run_1/metal_stack.png
The bar under the picture is 20 um long.
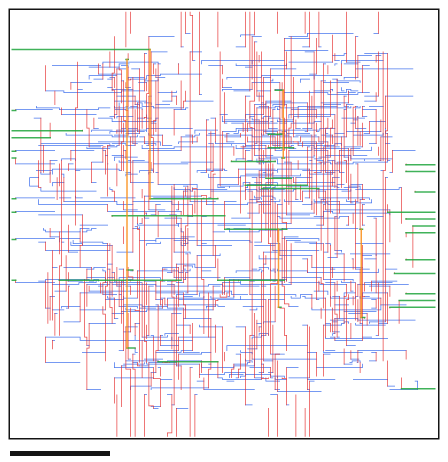
run_1/cell_classes.png
The bar under the picture is 20 um long. Fill, decap, tap and diode cells in gray.
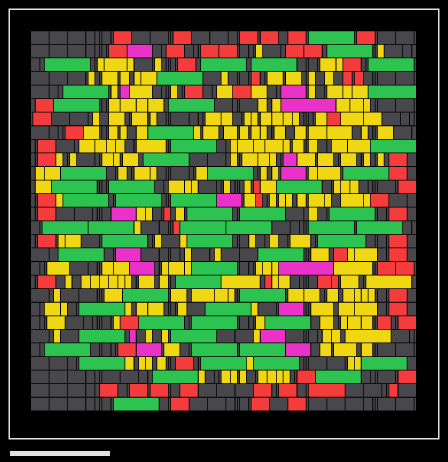
run_1/final_placement.png
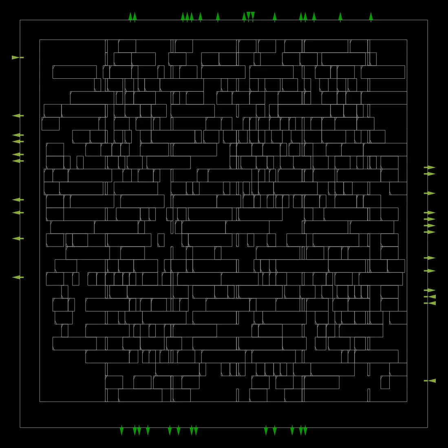
**config.mk**
```make
export PLATFORM = sky130hd
export DESIGN_NAME = equiv_sweep_ctrl
export DESIGN_NICKNAME = d
export VERILOG_FILES = /design/src/rtl/equiv_sweep_ctrl.sv
export SDC_FILE = /design/constraint.sdc
export NUM_CORES = 1
export LEC_CHECK = 0
export CAP_MARGIN = 20
export CORE_MARGIN = 4
export CORE_UTILIZATION = 47
export CTS_CLUSTER_SIZE = 30
export DETAILED_ROUTE_END_ITERATION = 10
export GPL_TIMING_DRIVEN = 0
export PLACE_DENSITY_LB_ADDON = 0.15
export SKIP_CTS_REPAIR_TIMING = 1
export SYNTH_ARGS = -nofsm -noshare
export SYNTH_HDL_FRONTEND = slang
export SYNTH_SLANG_ARGS = --single-unit
```
**constraint.sdc**
```tcl
create_clock -name clk -period 2.01 [get_ports clk]
set_input_delay 0.201 -clock clk [delete_from_list [all_inputs] [get_ports clk]]
set_output_delay 0.201 -clock clk [all_outputs]
set_load 0.01 [all_outputs]
```
**src/rtl/equiv_sweep_ctrl.sv**
```systemverilog
// rtl/equiv_sweep_ctrl.sv - exhaustive equivalence sweep controller for single-output netlists
//
// Drives every input vector 0 .. 2^N_IN-1, one per cycle, into a reference and a
// test netlist. It compares the two outputs PIPE cycles later, counts mismatches
// and reference ON-set minterms, and captures the lowest failing vector.
//
// Parameters
//   N_IN  number of function inputs
//   PIPE  netlist latency from vec to y_ref/y_dut (0..3)
// Ports
//   clk, rst_n        clock, asynchronous active-low reset
//   start, abort      sweep request (honoured in IDLE) / terminate sweep in progress
//   vec               input vector driven to both netlists
//   y_ref, y_dut      netlist outputs
//   busy, done        sweeping or draining / one-cycle completion pulse
//   pass              no mismatches were seen (valid from the done cycle)
//   mismatch_cnt      vectors with y_ref != y_dut
//   onset_cnt         vectors with y_ref == 1
//   first_fail_vec    lowest mismatching vector
//   first_fail_valid  first_fail_vec holds a captured value
module equiv_sweep_ctrl #(
  parameter int N_IN = 10,
  parameter int PIPE = 1
) (
  input  logic            clk,
  input  logic            rst_n,
  input  logic            start,
  input  logic            abort,
  output logic [N_IN-1:0] vec,
  input  logic            y_ref,
  input  logic            y_dut,
  output logic            busy,
  output logic            done,
  output logic            pass,
  output logic [N_IN:0]   mismatch_cnt,
  output logic [N_IN:0]   onset_cnt,
  output logic [N_IN-1:0] first_fail_vec,
  output logic            first_fail_valid
);

  typedef enum logic [1:0] {S_IDLE, S_SWEEP, S_DRAIN, S_DONE} state_t;

  localparam logic [N_IN-1:0] VEC_LAST   = '1;
  localparam logic [N_IN:0]   CNT_MAX    = {1'b1, {N_IN{1'b0}}};
  localparam logic [1:0]      DRAIN_LAST = (PIPE > 0) ? 2'(PIPE - 1) : 2'd0;
  // Shift register depth; at least one stage exists even when PIPE = 0, it is simply not tapped.
  localparam int              PD         = (PIPE > 0) ? PIPE : 1;

  state_t state, state_nxt;
  logic [1:0] drain_cnt;

  logic            cur_valid;
  logic            start_acc;
  logic            kill;
  logic [N_IN-1:0] sh_vec [PD];
  logic [PD-1:0]   sh_valid;
  logic [N_IN-1:0] smp_vec;
  logic            smp_valid;
  logic            miss;
  logic [N_IN:0]   mismatch_nxt;
  logic [N_IN:0]   onset_nxt;

  assign cur_valid = (state == S_SWEEP);
  assign start_acc = (state == S_IDLE) && start;
  assign kill      = abort && ((state == S_SWEEP) || (state == S_DRAIN));

  // ---------------- FSM: state register ----------------
  always_ff @(posedge clk or negedge rst_n) begin
    if (!rst_n) begin
      state     <= S_IDLE;
      drain_cnt <= 2'd0;
    end else begin
      state     <= state_nxt;
      drain_cnt <= (state == S_DRAIN) ? drain_cnt + 2'd1 : 2'd0;
    end
  end

  // ---------------- FSM: next state ----------------
  always_comb begin
    state_nxt = state;
    case (state)
      S_IDLE:  if (start) state_nxt = S_SWEEP;
      S_SWEEP: begin
        if (abort)                 state_nxt = S_IDLE;
        else if (vec == VEC_LAST)  state_nxt = (PIPE == 0) ? S_DONE : S_DRAIN;
      end
      S_DRAIN: begin
        if (abort)                         state_nxt = S_IDLE;
        else if (drain_cnt == DRAIN_LAST)  state_nxt = S_DONE;
      end
      S_DONE:  state_nxt = S_IDLE;
      default: state_nxt = S_IDLE;
    endcase
  end

  // ---------------- FSM: outputs ----------------
  always_comb begin
    busy = (state == S_SWEEP) || (state == S_DRAIN);
    done = (state == S_DONE);
  end

  // ---------------- sample alignment pipeline ----------------
  // Carries each vector alongside its valid flag so it meets its own netlist result.
  always_ff @(posedge clk or negedge rst_n) begin
    if (!rst_n) begin
      sh_valid <= '0;
      for (int i = 0; i < PD; i++) sh_vec[i] <= '0;
    end else begin
      for (int i = 0; i < PD; i++) begin
        sh_vec[i]   <= (i == 0) ? vec : sh_vec[(i == 0) ? 0 : i - 1];
        sh_valid[i] <= kill ? 1'b0 : ((i == 0) ? cur_valid : sh_valid[(i == 0) ? 0 : i - 1]);
      end
    end
  end

  always_comb begin
    smp_vec   = (PIPE == 0) ? vec       : sh_vec[PD-1];
    smp_valid = (PIPE == 0) ? cur_valid : sh_valid[PD-1];
    miss      = smp_valid && (y_ref ^ y_dut);
    mismatch_nxt = mismatch_cnt;
    onset_nxt    = onset_cnt;
    if (miss && (mismatch_cnt != CNT_MAX))                 mismatch_nxt = mismatch_cnt + 1'b1;
    if (smp_valid && y_ref && (onset_cnt != CNT_MAX))      onset_nxt    = onset_cnt + 1'b1;
  end

  // ---------------- vector generator and result registers ----------------
  // The sample already in the last stage is still counted on an abort edge;
  // only samples still in flight behind it are dropped.
  always_ff @(posedge clk or negedge rst_n) begin
    if (!rst_n) begin
      vec              <= '0;
      pass             <= 1'b0;
      mismatch_cnt     <= '0;
      onset_cnt        <= '0;
      first_fail_vec   <= '0;
      first_fail_valid <= 1'b0;
    end else if (start_acc) begin
      vec              <= '0;
      pass             <= 1'b0;
      mismatch_cnt     <= '0;
      onset_cnt        <= '0;
      first_fail_vec   <= '0;
      first_fail_valid <= 1'b0;
    end else begin
      if ((state == S_SWEEP) && !abort && (vec != VEC_LAST)) vec <= vec + 1'b1;
      mismatch_cnt <= mismatch_nxt;
      onset_cnt    <= onset_nxt;
      if (miss && !first_fail_valid) begin
        first_fail_vec   <= smp_vec;
        first_fail_valid <= 1'b1;
      end
      if ((state_nxt == S_DONE) && (state != S_DONE)) pass <= (mismatch_nxt == '0);
    end
  end

endmodule
```
==> out/metrics.cfg, run 1 <==
[worst_setup_path]
cp-start-kind=flip-flop
critPathTopFamily=simple AND/OR/NAND/NOR gates
path_depth=8
cp_slowest_cell=or4_4
critPathRequiredTime_ns=2.23
cp-startpoint=state[1]$_DFF_PN0_
end_kind=flip-flop
crit_path_cell_trace=inv_2 > ha_4 > or3b_1 > or4_4 > nand3_2 > a31oi_4 > nand2_2 > o31ai_2
crit_path_end=pass$_DFFE_PN0P_
crit_type=reg2reg
r2r_end=pass$_DFFE_PN0P_
crit_buf_inv=1
rr_startpoint=state[1]$_DFF_PN0_
reg2reg_slack_ns=-0.01
arrival_ns=2.24
cp_max_fo=4
max_stage_delay_ns=0.49
r2r.worst_path.cells=8

[synthesis]
fa_ha_area_frac=0.04403
yosys.area_share.simple=0.2329
ys_cells=290
synthArstFlopShare=1.000
logic_family=simple AND/OR/NAND/NOR gates
ys.flops=59
avgSynthCellArea_sq_um=9.798
synth-xor-area-share=0.09863
yosys_area_sq_um=2841
synth_top_flop_cell=dfrtp_1
ys_sh_mux=0.007045
aoi_share=0.06869
yosys_warnings=0
syn-num-nets=306
synthCells=290
netlist_area_sq_um=2841
synth-edff-count=0
netlist-cell-type-count=39
synth_seq_share=0.5196

[clock_tree]
clock_sinks=59
insertion_delay_ns=0.34
cts.root.buffer_cell=clkbuf_8
cts_buffer_depth=2
cts_tree=built
clk_pin_slew_worst_paths_ns=0.07
cts_buffers=9
h-tree-depth=3

[detailed_routing]
vias=2342
drtAntennaViolNets=0
viasPerCell=5.347
drt-total-wl_mm=6.726
drtIter0Drc=138
drc=0
wl_per_cell_um=15.36
firstDrtPassIters=4

[grt]
grt_overflow=0
grt_use_total=0.1970
grt.met1_usage=0.2509
grt_max_degree=35
busiest_layer=met2
grt_pass1_vias=2318
antenna_found_initial=0
grt_util_met3=0.03842
use_met2=0.3220
grt_pass1_wl_mm=11.16

[place]
dp_hpwl_mm=4.571
placed_cell_area_sq_um=3461
globalplace.congestion=0.8389
port_buffers=51

[final_layout]
drive_gt1_frac=0.1295
comb_cells=210
seq_share=0.3858
diodes=0
clk_share=0.05940
syn_to_final_growth_pct=34.92
comb_area_sq_um=1385
fin_area_sq_um=3834
n_fill_cell=503
clkbuf_count=12
seq_area_sq_um=1479
largest_class=registers
sh_comb_area=0.3613
layout.non_clock_buffers=66
nets=374
buf_share=0.1573
nNonClkInverters=12

[final_timing]
slew_violations=0
rsz0062_at_grt=true
clock.fmax_mhz=494.6
maxSlewHeadroom=0.5485
setup-tns-final_ns=-0.01188
setup_ws_ns=-0.01188
holdWs_ns=0.4175
hold_viol=0
finalSetupViolCount=1
max_slew.worst_pin.slew_ns=0.6747
skew_ns=0.005570
period_used_share=1.006
layout_min_cycle_time_ns=2.022

[power]
p_total_uw=3542
power_density_nw_per_um2=924.0
ir_drop_v=0.0006476
leakage_uw=0.001642

[floorplanning]
io_pins=52
die_w_um=85.76
nWellTaps=75
core_area_sq_um=5886
chipArea_sq_um=7354
initial_core_util=0.4828
die_h_um=85.76

[run_status]
run_status=finished, violations left
violations=negative setup slack

[flow_run]
tool_warnings=32
drv_cap=0

[hold_path]
hold_class=in2async

About metal_stack.png:
Red stands for met2, wire length 3280 um. Orange stands for met4, wire length 135 um. Green stands for met3, wire length 287 um. Blue stands for met1, wire length 3020 um.

About cell_classes.png:
Magenta stands for clock drivers and dummy loads, cells 16, share of their area 6.1%. Green stands for flops, cells 59, share of their area 40%. Red stands for other buffers and delay cells, cells 66, share of their area 16%. Yellow stands for all other logic, cells 222, share of their area 38%.

About final_placement.png:
# rows: 28
num sequential: 59
post-layout util: 0.6514

## run 1: cell usage in the layout (no fill, tap or decap), types with 2 or more instances in the layout
| cell | netlist | routed |
|---|---|---|
| and2_1 | 2 | 2 |
| ha_4 | 0 | 2 |
| xnor2_1 | 15 | 15 |
| nand4_1 | 5 | 5 |
| nor4_1 | 5 | 5 |
| nor3_1 | 6 | 3 |
| o21a_1 | 2 | 2 |
| ha_1 | 10 | 8 |
| buf_4 | 0 | 4 |
| or3_1 | 2 | 2 |
| and4_1 | 4 | 4 |
| dfrtp_1 | 59 | 57 |
| bufinv_16 | 0 | 2 |
| inv_1 | 12 | 9 |
| clkdlybuf4s50_1 | 0 | 50 |
| buf_2 | 3 | 4 |
| dfrtp_2 | 0 | 2 |
| mux2i_1 | 2 | 2 |
| inv_2 | 0 | 3 |
| clkbuf_8 | 0 | 11 |
| xor2_1 | 17 | 17 |
| o21ai_0 | 5 | 4 |
| nand3_1 | 15 | 15 |
| nor2_1 | 42 | 42 |
| and4b_1 | 2 | 2 |
| nand2_1 | 34 | 33 |
| and3_1 | 4 | 4 |
| clkbuf_1 | 6 | 7 |
| nor3_2 | 0 | 3 |
| o211ai_1 | 2 | 2 |
| a21oi_1 | 14 | 14 |
| o31ai_2 | 1 | 3 |
## run 1: report_power, final
group	switching, uW	total [uW]	internal [uW]
logic	472	875	403
registers	126	1430	1300
clock network	476	1240	764
total	1070	3540	2470
## run 1: Yosys cell counts (2+ instances only)
cell / count / area (sq um)
a21oi_1: 14 / 70.07
a31oi_1: 2 / 12.51
and2_1: 2 / 12.51
and3_1: 4 / 25.02
and4_1: 4 / 35.03
and4b_1: 2 / 20.02
buf_2: 3 / 15.01
clkbuf_1: 6 / 22.52
dfrtp_1: 59 / 1476
ha_1: 10 / 125.1
inv_1: 12 / 45.04
mux2i_1: 2 / 20.02
nand2_1: 34 / 127.6
nand2b_1: 2 / 12.51
nand3_1: 15 / 75.07
nand4_1: 5 / 31.28
nor2_1: 42 / 157.7
nor2b_1: 2 / 12.51
nor3_1: 6 / 30.03
nor4_1: 5 / 31.28
o211ai_1: 2 / 15.01
o21a_1: 2 / 15.01
o21ai_0: 5 / 25.02
o31ai_1: 4 / 30.03
or3_1: 2 / 12.51
xnor2_1: 15 / 131.4
xor2_1: 17 / 148.9
## run 1: flip-flops by register name, indices dropped and copies added, names as in the netlist
signal,flops
drain_cnt,2
first_fail_valid,1
first_fail_vec,10
mismatch_cnt,11
onset_cnt,11
pass,1
sh_valid,1
sh_vec,10
state,2
vec,10
## run 1: stage by stage
step	cells	worst slack (ns)	util
2_1_floorplan	290	0.03158	-
3_3_place_gp	416	-1.120	0.5855
3_5_place_dp	417	-0.1651	0.5880
4_1_cts	433	-0.1694	0.6267
5_1_grt	438	-0.08447	0.6514
6_report	438	-0.01188	0.6514
## run 1: routing by layer
layer | vias up | routed length (um)
met1 | 1144 | 3022
met5 | - | 0
li1 | 1128 | -
met2 | 58 | 3282
met4 | 0 | 134
met3 | 12 | 286
## run 1: cells by family after synthesis
kind of cell    count (synthesis)
xor+xnor                       32
flops                          59
compound gates                 32
fa+ha+maj                      10
simple gates                  134
buf+inv                        21
mux                             2
==> run 2: changes to the inputs <==
--- a/config.mk
+++ b/config.mk
@@ -11,6 +11,7 @@
 export CTS_CLUSTER_SIZE = 30
 export DETAILED_ROUTE_END_ITERATION = 10
 export GPL_TIMING_DRIVEN = 0
+export HOLD_SLACK_MARGIN = 0.06
 export PLACE_DENSITY_LB_ADDON = 0.15
 export SKIP_CTS_REPAIR_TIMING = 1
 export SYNTH_ARGS = -nofsm -noshare
run_2/metal_stack.png
The bar under the picture is 20 um long.
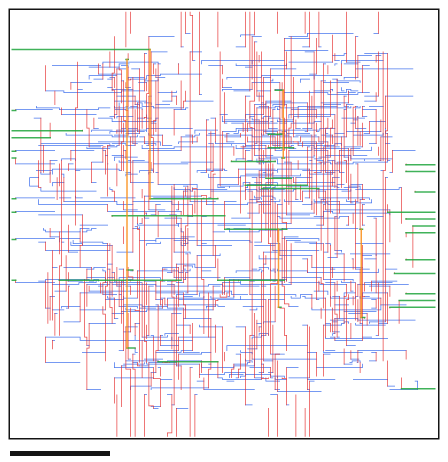
Blue stands for met1, wire length 3020 um. Green stands for met3, wire length 287 um. Orange stands for met4, wire length 135 um. Red stands for met2, wire length 3280 um.

==> out/metrics.cfg, run 2 <==
[run_status]
run_status=finished, violations left
violations=negative setup slack

[detailed_routing]
vias=2342  ; unchanged
viasPerCell=5.347  ; unchanged
firstDrtPassIters=4  ; unchanged
drtAntennaViolNets=0  ; unchanged
wl_per_cell_um=15.36  ; unchanged
drtIter0Drc=138  ; unchanged
drt-total-wl_mm=6.726  ; unchanged
drc=0  ; unchanged

[synthesis]
netlist_area_sq_um=2841  ; unchanged
top_cell_area_share=0.5196  ; unchanged
yosys_area_sq_um=2841  ; unchanged
common_cells=dfrtp_1, nor2_1, nand2_1
synthMostInstantiatedCell=dfrtp_1
ys.flops=59  ; unchanged
top_area_cell=dfrtp_1
synthArstFlopShare=1.000  ; unchanged
yosys_warnings=0  ; unchanged
topCellsByArea=dfrtp_1, nor2_1, xor2_1
synth_top_flop_cell=dfrtp_1
synth-edff-count=0  ; unchanged
synth_seq_share=0.5196  ; unchanged
netlist-cell-type-count=39  ; unchanged
synthCells=290  ; unchanged
syn-num-nets=306  ; unchanged
avgSynthCellArea_sq_um=9.798  ; unchanged
ys_cells=290  ; unchanged

[final_layout]
lay_top_cells=dfrtp_1, clkdlybuf4s50_1, nor2_1
fin_area_sq_um=3834  ; unchanged
diodes=0  ; unchanged
nets=374  ; unchanged
lay_top_count=dfrtp_1
n_fill_cell=503  ; unchanged
syn_to_final_growth_pct=34.92  ; unchanged
stdcell_count=438  ; unchanged
fin_util=0.6514  ; unchanged
reg_top3=mismatch_cnt: 11 flops, onset_cnt: 11 flops
drive_gt1_frac=0.1295  ; unchanged

[grt]
grt_max_degree=35  ; unchanged
grt_pass1_vias=2318  ; unchanged
antenna_found_initial=0  ; unchanged
grt_use_total=0.1970  ; unchanged
grt_pass1_wl_mm=11.16  ; unchanged
grt_overflow=0  ; unchanged

[place]
port_buffers=51  ; unchanged
placed_cell_area_sq_um=3461  ; unchanged
dp_hpwl_mm=4.571  ; unchanged
post-place-cells=417  ; unchanged
place_ws_ns=-0.1651  ; unchanged
globalplace.congestion=0.8389  ; unchanged

[clock_tree]
cts_tree=built
cts.root.buffer_cell=clkbuf_8
insertion_delay_ns=0.34  ; about the same
h-tree-depth=3  ; unchanged
clk_pin_slew_worst_paths_ns=0.07  ; about the same
cts_buffer_depth=2  ; unchanged
cts_buffers=9  ; unchanged
clock_sinks=59  ; unchanged

[worst_setup_path]
cp-start-kind=flip-flop
end_kind=flip-flop
cp-startpoint=state[1]$_DFF_PN0_
critPathRequiredTime_ns=2.23  ; about the same
cp_slowest_cell=or4_4
crit_type=reg2reg
crit_buf_inv=1  ; unchanged
critPathTopFamily=simple AND/OR/NAND/NOR gates
max_stage_delay_ns=0.49  ; about the same
crit_path_cell_trace=inv_2 > ha_4 > or3b_1 > or4_4 > nand3_2 > a31oi_4 > nand2_2 > o31ai_2
rr_startpoint=state[1]$_DFF_PN0_
cp_max_fo=4  ; unchanged
arrival_ns=2.24  ; about the same

[floorplanning]
io_pins=52  ; unchanged
rows=28  ; unchanged
chipArea_sq_um=7354  ; unchanged
die_h_um=85.76  ; unchanged
die_w_um=85.76  ; unchanged
core_area_sq_um=5886  ; unchanged
initial_core_util=0.4828  ; unchanged

[final_timing]
skew_ns=0.005570  ; unchanged
finalSetupViolCount=1  ; unchanged
maxSlewHeadroom=0.5485  ; unchanged
setup-tns-final_ns=-0.01188  ; unchanged
max_slew.worst_pin.slew_ns=0.6747  ; unchanged
layout_min_cycle_time_ns=2.022  ; unchanged
rsz0062_at_grt=true
clock.fmax_mhz=494.6  ; unchanged
period_used_share=1.006  ; unchanged
setup_ws_ns=-0.01188  ; unchanged
hold_viol=0  ; unchanged
slew_violations=0  ; unchanged

[flow_run]
tool_warnings=32  ; unchanged
drv_cap=0  ; unchanged

[hold_path]
hold_class=in2async

[power]
ir_drop_v=0.0006476  ; unchanged
power_density_nw_per_um2=924.0  ; unchanged
leakage_uw=0.001642  ; unchanged

==> run 2: power breakdown <==
| group | internal, uW | leakage, uW | switching (uW) |
|---|---|---|---|
| clock | 764 | 0.000113 | 476 |
| combinational | 403 | 0.000719 | 472 |
| sequential | 1300 | 0.000810 | 126 |
| total | 2470 | 0.00164 | 1070 |
==> run 2: layout make-up <==
| cell class | instances | area, sq um | area share |
|---|---|---|---|
| multi-input cells | 210 | 1385 | 0.3613 |
| plain buffers | 9 | 37.54 | 0.009791 |
| flip-flops and latches | 59 | 1479 | 0.3858 |
| repair buffers | 57 | 565.5 | 0.1475 |
| clock buffers | 12 | 155.1 | 0.04047 |
| clock inverters | 4 | 72.57 | 0.01893 |
| inverters | 12 | 45.04 | 0.01175 |
| well taps | 75 | 93.84 | 0.02448 |
==> run 2: per-layer routing <==
metal / part of all wire / vias up / GRT usage
met5: 0 / - / 0
met2: 0.49 / 58 / 0.3220
met4: 0.020 / 0 / 0.09496
met3: 0.043 / 12 / 0.03842
met1: 0.45 / 1144 / 0.2509
li1: - / 1128 / -
==> run 2: path summary, 6_finish.rpt <==
path / endpoint / slack (ns) / cells past startpoint
max: pass$_DFFE_PN0P_ / -0.01 / 8
max in group asynchronous: onset_cnt[2]$_DFFE_PN0P_ / 0.99 / 3
min: drain_cnt[0]$_DFF_PN0_ / 0.42 / 2
min reg2reg: drain_cnt[0]$_DFF_PN0_ / 0.43 / 1
max reg2reg: pass$_DFFE_PN0P_ / -0.01 / 8
min in group clk: drain_cnt[0]$_DFF_PN0_ / 0.43 / 1
==> run 2: cells by family after synthesis <==
kind of cell,count (synthesis),share of synthesized area
AOI/OAI and AO/OA,32,0.06869
and+or+nand+nor,134,0.2329
buffers and inverters,21,0.02906
DFF,59,0.5196
xor gates and xnor gates,32,0.09864
adders and majority gates,10,0.04403
muxes,2,0.007046
==> run 2: metrics by stage <==
step | total power [uW] | hold slack (ns)
5_1_grt | 3743 | 0.4411
2_1_floorplan | 1842 | -0.09459
6_report | 3542 | 0.4175
3_3_place_gp | 2166 | 0.4182
3_5_place_dp | 2188 | 0.2518
4_1_cts | 3432 | -0.1076
Power figures rest on the tool's default switching activity, not on a simulated workload.
